==> config.mk <==
export PLATFORM = sky130hd
export DESIGN_NAME = minutos_horas_flat
export DESIGN_NICKNAME = d
export VERILOG_FILES = /design/src/rtl/minutos_horas_if.sv /design/src/rtl/minutos_horas.sv /design/src/flat_wrapper.sv
export SDC_FILE = /design/constraint.sdc
export NUM_CORES = 1
export LEC_CHECK = 0
export CAP_MARGIN = 40
export CORE_ASPECT_RATIO = 1.5
export CORE_MARGIN = 4
export CORE_UTILIZATION = 40
export CTS_BUF_LIST = sky130_fd_sc_hd__clkbuf_4
export CTS_CLUSTER_DIAMETER = 80
export DETAILED_ROUTE_END_ITERATION = 12
export GPL_TIMING_DRIVEN = 0
export MAX_ROUTING_LAYER = met4
export PLACE_DENSITY = 0.67
export SYNTH_ARGS = -nofsm -noshare
export SYNTH_HDL_FRONTEND = slang
export SYNTH_SLANG_ARGS = --single-unit
==> constraint.sdc <==
create_clock -name clk_i -period 2.04 [get_ports clk_i]
set_input_delay 0.306 -clock clk_i [delete_from_list [all_inputs] [get_ports clk_i]]
set_output_delay 0.306 -clock clk_i [all_outputs]
set_load 0.02 [all_outputs]
Run 1, clock routing:
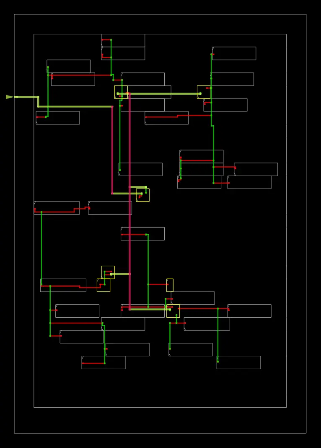
CLK BUF: 6
worst-skew pair later-pin latency: 0.33 ns
clock group power: 0.000342 W

Run 1, signal wires on met3:
Drawn at 6 px/um.
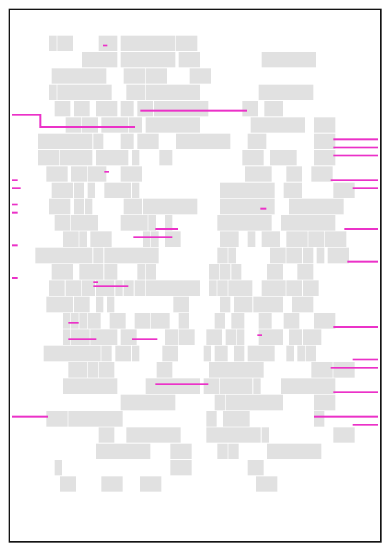
longest straight run: 17.5 um
main direction: horizontal
nets with wire on the layer: 27
share of all routed wire: 4.5%
M3 GR Usage: 0.03358
via count: 1368
Total Routed Length: 3.734 mm

Run 1, placed cells, one color a class:
Drawn at 6 px/um.
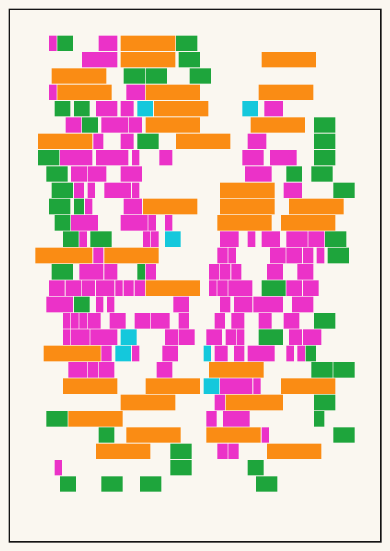
legend:
  cyan:
    class: clock drivers and dummy loads
    cells: 7
  magenta:
    class: all other logic
    cells: 121
  green:
    class: other buffers and delay cells
    cells: 47
  orange:
    class: flops
    cells: 33
Layout Cell Area excl Fill: 2213 um2
Seq/total area: 0.3748
FP Rows: 29
Finished Core Util: 0.5259
CORE AREA: 4209 um2

==> run_results.csv, run 1 <==
group,metric,value,unit
layout,flops,33,
placement,place_congestion,0.8082,
grt,grt_pass1_wl,6.044,mm
layout,multi_input_comb_cells,113,
cts,cts_buffers,5,
logic_synthesis,simple_gate_share,0.1454,
die,ios,35,
die,taps,46,
layout,comb_area,823.3,um2
sta,relSlewSlack,0.5140,
drt,drc,0,
drt,vias_per_cell,5.386,
logic_synthesis,synth_area,1729,um2
placement,portBuffers,31,
sta,hold_violations,0,
cts,tritoncts,"built",
grt,grt_use_total,0.1541,
setup_path,cpMostUsedCell,"ha_2",
layout,finalNonFillerCells,254,
setup_path,cpPeakStageDelay,0.43,ns
logic_synthesis,yosys.area.top_type_share,0.4776,
setup_path,setup.worst_path.end_class,"flip-flop",
setup_path,crit_type,"reg -> reg",
outcome,outcome,"finished, final reports clean",
logic_synthesis,synth_chip_area,1729,um2
layout,largest_reg_flops,7,
setup_path,crit_chain,"inv_1, ha_2, o21a_1, xnor2_2, ha_2, nor3_2, o21ai_2, mux2i_1",
cts,clkTransAtPathRegs,0.10,ns
power,power,0.003815,W
sta,finalCritPeriodShare,0.9441,
run,cap_violations,0,
hold_path,hold_class,"in -> async",
logic_synthesis,edf_count,0,
setup_path,rrSetupSlack,0.11,ns
grt,grt_pass1_vias,1411,
grt,grt_max_degree,34,
cts,cts_buffer_depth,2,
sta,clock_skew,0.005915,ns
layout,drive_gt1_frac,0.1731,
sta,rsz0062_at_grt,"false",
power,switching_share,0.4361,
layout,inverters_excl_clock,8,
cts,hold_buffers,0,
layout,nets,225,
layout,diodes,0,
sta,slew_viol_final,0,
power,ir_worst_vdd,1.068,mV
layout,n_all_buffers,47,
layout,area_share_nonclk_buffers,0.1916,
power,p_sw,0.001664,W
cts,postCtsSetupRepairBufs,0,
logic_synthesis,yosys_most_used_dff,"dfrtp_1",
setup_path,required,2.29,ns
power,seqPwrFrac,0.296,
layout,flop_area,829.5,um2
die,die_height,88.53,um
cts,root_buffer,"clkbuf_4",
logic_synthesis,ys_cells,163,
logic_synthesis,mux_share,0.01809,
power,p_clk_frac,0.090,
## run 1: power by group through the flow
stage                     combinational [W]  clock, W  sequential, W
after detailed placement            0.00221         0        0.00116
after floorplan                     0.00117         0        0.00139
after CTS                           0.00226  0.000357        0.00115
after global routing                0.00256  0.000385        0.00117
final                               0.00234  0.000342        0.00113
after global placement              0.00214         0        0.00115
## run 1: critical path: cells and delay by family (launching register included)
kind	cells	cell delay, ns
AOI/OAI and AO/OA	2	0.36
and+or+nand+nor	1	0.06
DFF	1	0.43
buffers and inverters	1	0.14
xor gates and xnor gates	1	0.16
adders and majority gates	2	0.49
muxes	1	0.21
## run 1: layer usage
metal	GRT usage	part of all wire	vias up
met2	0.2679	0.56	37
met1	0.1596	0.37	661
li1	-	-	658
met4	0.07143	0.031	0
met3	0.03358	0.045	12
met5	-	0	-
==> run 2: changes to the inputs <==
- CAP_MARGIN: 40 -> not set
Run 2, wiring heat map:
Drawn at 3 px/um. The die is cut into 12 by 18 equal tiles; dark purple is low, yellow is high, scaled to the fullest tile. Values are wire area over tile area, all layers added.
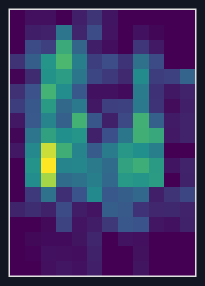
densest ninth of the die: left middle
fullest tile: 0.54
mean over tiles: 0.11
tiles over half the peak: 12%
nearly empty tiles: 22%
gr usage total: 0.1541
WL per Instance: 14.70 um

Run 2, clock routing:
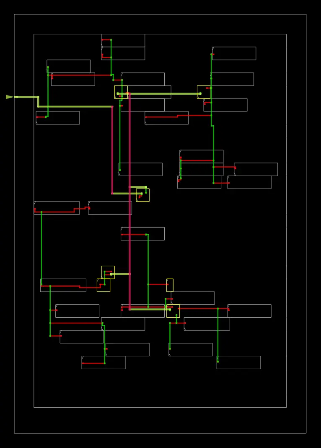
clk sinks: 33
Flops: 33
CTS Buf Count: 5

==> run 2 against run 1 <==
  * Routed wire length is the same
  * Final area did not move
  * Core utilization stayed put
  * Fmax unchanged
  * Critical path depth is the same
  * Power is the same
  * Critical path type unchanged
  * Die area unchanged
==> run_results.csv, run 2 <==
group,metric,value,unit
outcome,outcome,"finished, final reports clean",
drt,routed-wl-met2,2.073,mm
die,core.rowCount,29,
layout,largest_reg_flops,7,
sta,finalCritPeriodShare,0.9441,
layout,drive_gt1_frac,0.1731,
setup_path,crit_type,"reg -> reg",
power,power.group.top,"combinational logic",
cts,clkTransAtPathRegs,0.10,ns
grt,grt_max_degree,34,
logic_synthesis,yosys_most_used_dff,"dfrtp_1",
logic_synthesis,yosys.area.top_type_share,0.4776,
drt,highest_layer,"met4",
power,pg_seq,0.00113,W
logic_synthesis,simple_gate_share,0.1454,
cts,tritoncts,"built",
die,ios,35,
layout,finalNonFillerCells,254,
layout,utilization,0.5259,
sta,rsz0062_at_grt,"false",
die,die_height,88.53,um
drt,wl_met1,1.377,mm
power,switching_share,0.4361,
cts,clkLatencyLatePin,0.33,ns
setup_path,rrSetupSlack,0.11,ns
grt,use_met1,0.1596,
power,power,0.003815,W
drt,drc,0,
logic_synthesis,mux_share,0.01809,
layout,diodes,0,
sta,clock_skew,0.005915,ns
placement,portBuffers,31,
grt,grt_pass1_vias,1411,
hold_path,hold_class,"in -> async",
grt,grt-busiest-layer,"met2",
cts,cts_buffer_depth,2,
layout,nets,225,
cts,postCtsSetupRepairBufs,0,
==> run 2: layout make-up <==
class / instances / area [um2] / share of cell area
Clock inverter: 1 / 3.754 / 0.001696
Tap cell: 46 / 57.56 / 0.02600
Timing Repair Buffer: 36 / 342.8 / 0.1549
Clock buffer: 6 / 45.04 / 0.02035
Buffer: 11 / 81.33 / 0.03674
Sequential cell: 33 / 829.5 / 0.3748
Multi-Input combinational cell: 113 / 823.3 / 0.3720
Inverter: 8 / 30.03 / 0.01357
==> run 2: worst max-delay path: stages, from the launching register on <==
cell	delay (ns)
dfrtp_2	0.43
inv_1	0.14
ha_2	0.25
o21a_1	0.18
xnor2_2	0.16
ha_2	0.24
nor3_2	0.06
o21ai_2	0.18
mux2i_1	0.21
==> run 3: changes to the inputs <==
- CORE_UTILIZATION: 40 -> 48
- PLACE_DENSITY: 0.67 -> 0.78
- SLEW_MARGIN: not set -> 10
Run 3, wiring heat map:
Drawn at 3 px/um. The die is cut into 11 by 16 equal tiles; dark purple is low, yellow is high, scaled to the fullest tile. Values are wire area over tile area, all layers added.
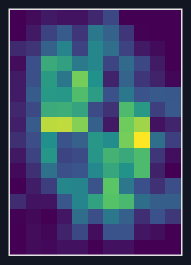
fullest tile: 0.48
mean over tiles: 0.13
densest ninth of the die: middle
tiles over half the peak: 19%
nearly empty tiles: 14%
WL per Instance: 14.88 um
via count: 1360
Total Routed Length: 3.704 mm
gr usage total: 0.1724

Run 3, signal wires on met3:
Drawn at 6 px/um.
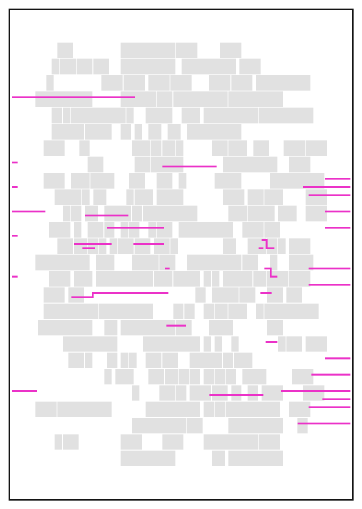
wire length on this layer: 188 um
nets with wire on the layer: 28
M3 GR Usage: 0.03774

==> run 3 against run 2 <==
  * Worst hold slack gained 0.0071 ns
  * Routed wire length decreased by 0.80%
  * Worst setup slack lost 0.027 ns
  * Non-clock buffer count decreased by 1
  * Core utilization is 11 points higher
  * Register-to-register slack got worse by 0.03 ns
  * Die area decreased by 15%
==> run_results.csv, run 3 <==
group,metric,value,unit
grt,grt-busiest-layer,"met2",
drt,drc,0,
layout,flop_area,829.5,um2
setup_path,critPathBufInv,0,
setup_path,cpMostUsedCell,"ha_2",
cts,root_buffer,"clkbuf_4",
setup_path,crit_chain,"ha_2, o21a_1, xnor2_2, ha_2, nor3_1, o21ai_2, mux2i_1",
logic_synthesis,yosys_most_used_dff,"dfrtp_1",
grt,grt.met2_usage,0.3169,
sta,relSlewSlack,0.5040,
drt,routed-wl-met3,188,um
setup_path,path_delay_family,"AND-OR/OR-AND gates",
cts,clkLatencyLatePin,0.32,ns
drt,vias_per_cell,5.462,
die,coreArea,3448,um2
die,core.rowCount,26,
layout,area_share_nonclk_buffers,0.1897,
layout,multi_input_comb_cells,113,
cts,cts_buffers,5,
layout,final_cell_area,2196,um2
cts,clkTransAtPathRegs,0.10,ns
placement,place_congestion,0.8499,
grt,grt_pass1_vias,1380,
layout,largest_reg_flops,7,
run,cap_violations,0,
setup_path,required,2.28,ns
sta,clock_skew,0.01116,ns
layout,n_all_buffers,46,
die,ios,35,
grt,grt_pass1_wl,6.134,mm
cts,hold_buffers,0,
layout,comb_area,818.3,um2
setup_path,path_depth,7,
layout,nets,224,
sta,finalCritPeriodShare,0.9572,
layout,clock_area_frac,0.02222,
cts,postCtsSetupRepairBufs,1,
setup_path,setup.worst_path.end_class,"flip-flop",
sta,slew_viol_final,0,
setup_path,cpPeakStageDelay,0.45,ns
drt,wl_met1,1.409,mm
logic_synthesis,yosys.area.top_type_share,0.4776,
logic_synthesis,ys_cells,163,
logic_synthesis,mux_share,0.01809,
placement,portBuffers,31,
cts,cts_buffer_depth,2,
layout,inverters_excl_clock,8,
setup_path,crit_type,"reg -> reg",
power,ir_worst_vdd,0.8953,mV
logic_synthesis,simple_gate_share,0.1454,
outcome,outcome,"finished, final reports clean",
drt,routed-wl-met2,2.049,mm
grt,grt_max_degree,34,
layout,flops,33,
logic_synthesis,synth_area,1729,um2
layout,comb-cell-share,0.3726,
setup_path,crit_path_top_delay_cell,"dfrtp_2",
cts,numClockSinks,33,
setup_path,rrSetupSlack,0.09,ns
layout,drive_gt1_frac,0.1643,
sta,hold_violations,0,
run 3: metrics by stage:
step	power, W	setup WS (ns)	utilization	hold slack, ns
after floorplan	0.002567	0.03296	-	0.01041
after global placement	0.003283	-0.07770	0.6092	0.3338
after detailed placement	0.003372	-0.1585	0.6078	0.3404
after CTS	0.003768	0.01174	0.6277	0.05417
after global routing	0.004087	0.01701	0.6368	0.07775
final	0.003808	0.08722	0.6368	0.03678
run 3: where the power goes:
part / internal [W] / leakage [nW] / switching (W) / total [W]
logic: 0.00109 / 0.515 / 0.00124 / 0.00233
clock network: 0.000138 / 0.0292 / 0.000201 / 0.000339
registers: 0.000919 / 0.403 / 0.000221 / 0.00114
total: 0.00215 / 0.947 / 0.00166 / 0.00381
Power figures rest on the tool's default switching activity, not on a simulated workload.
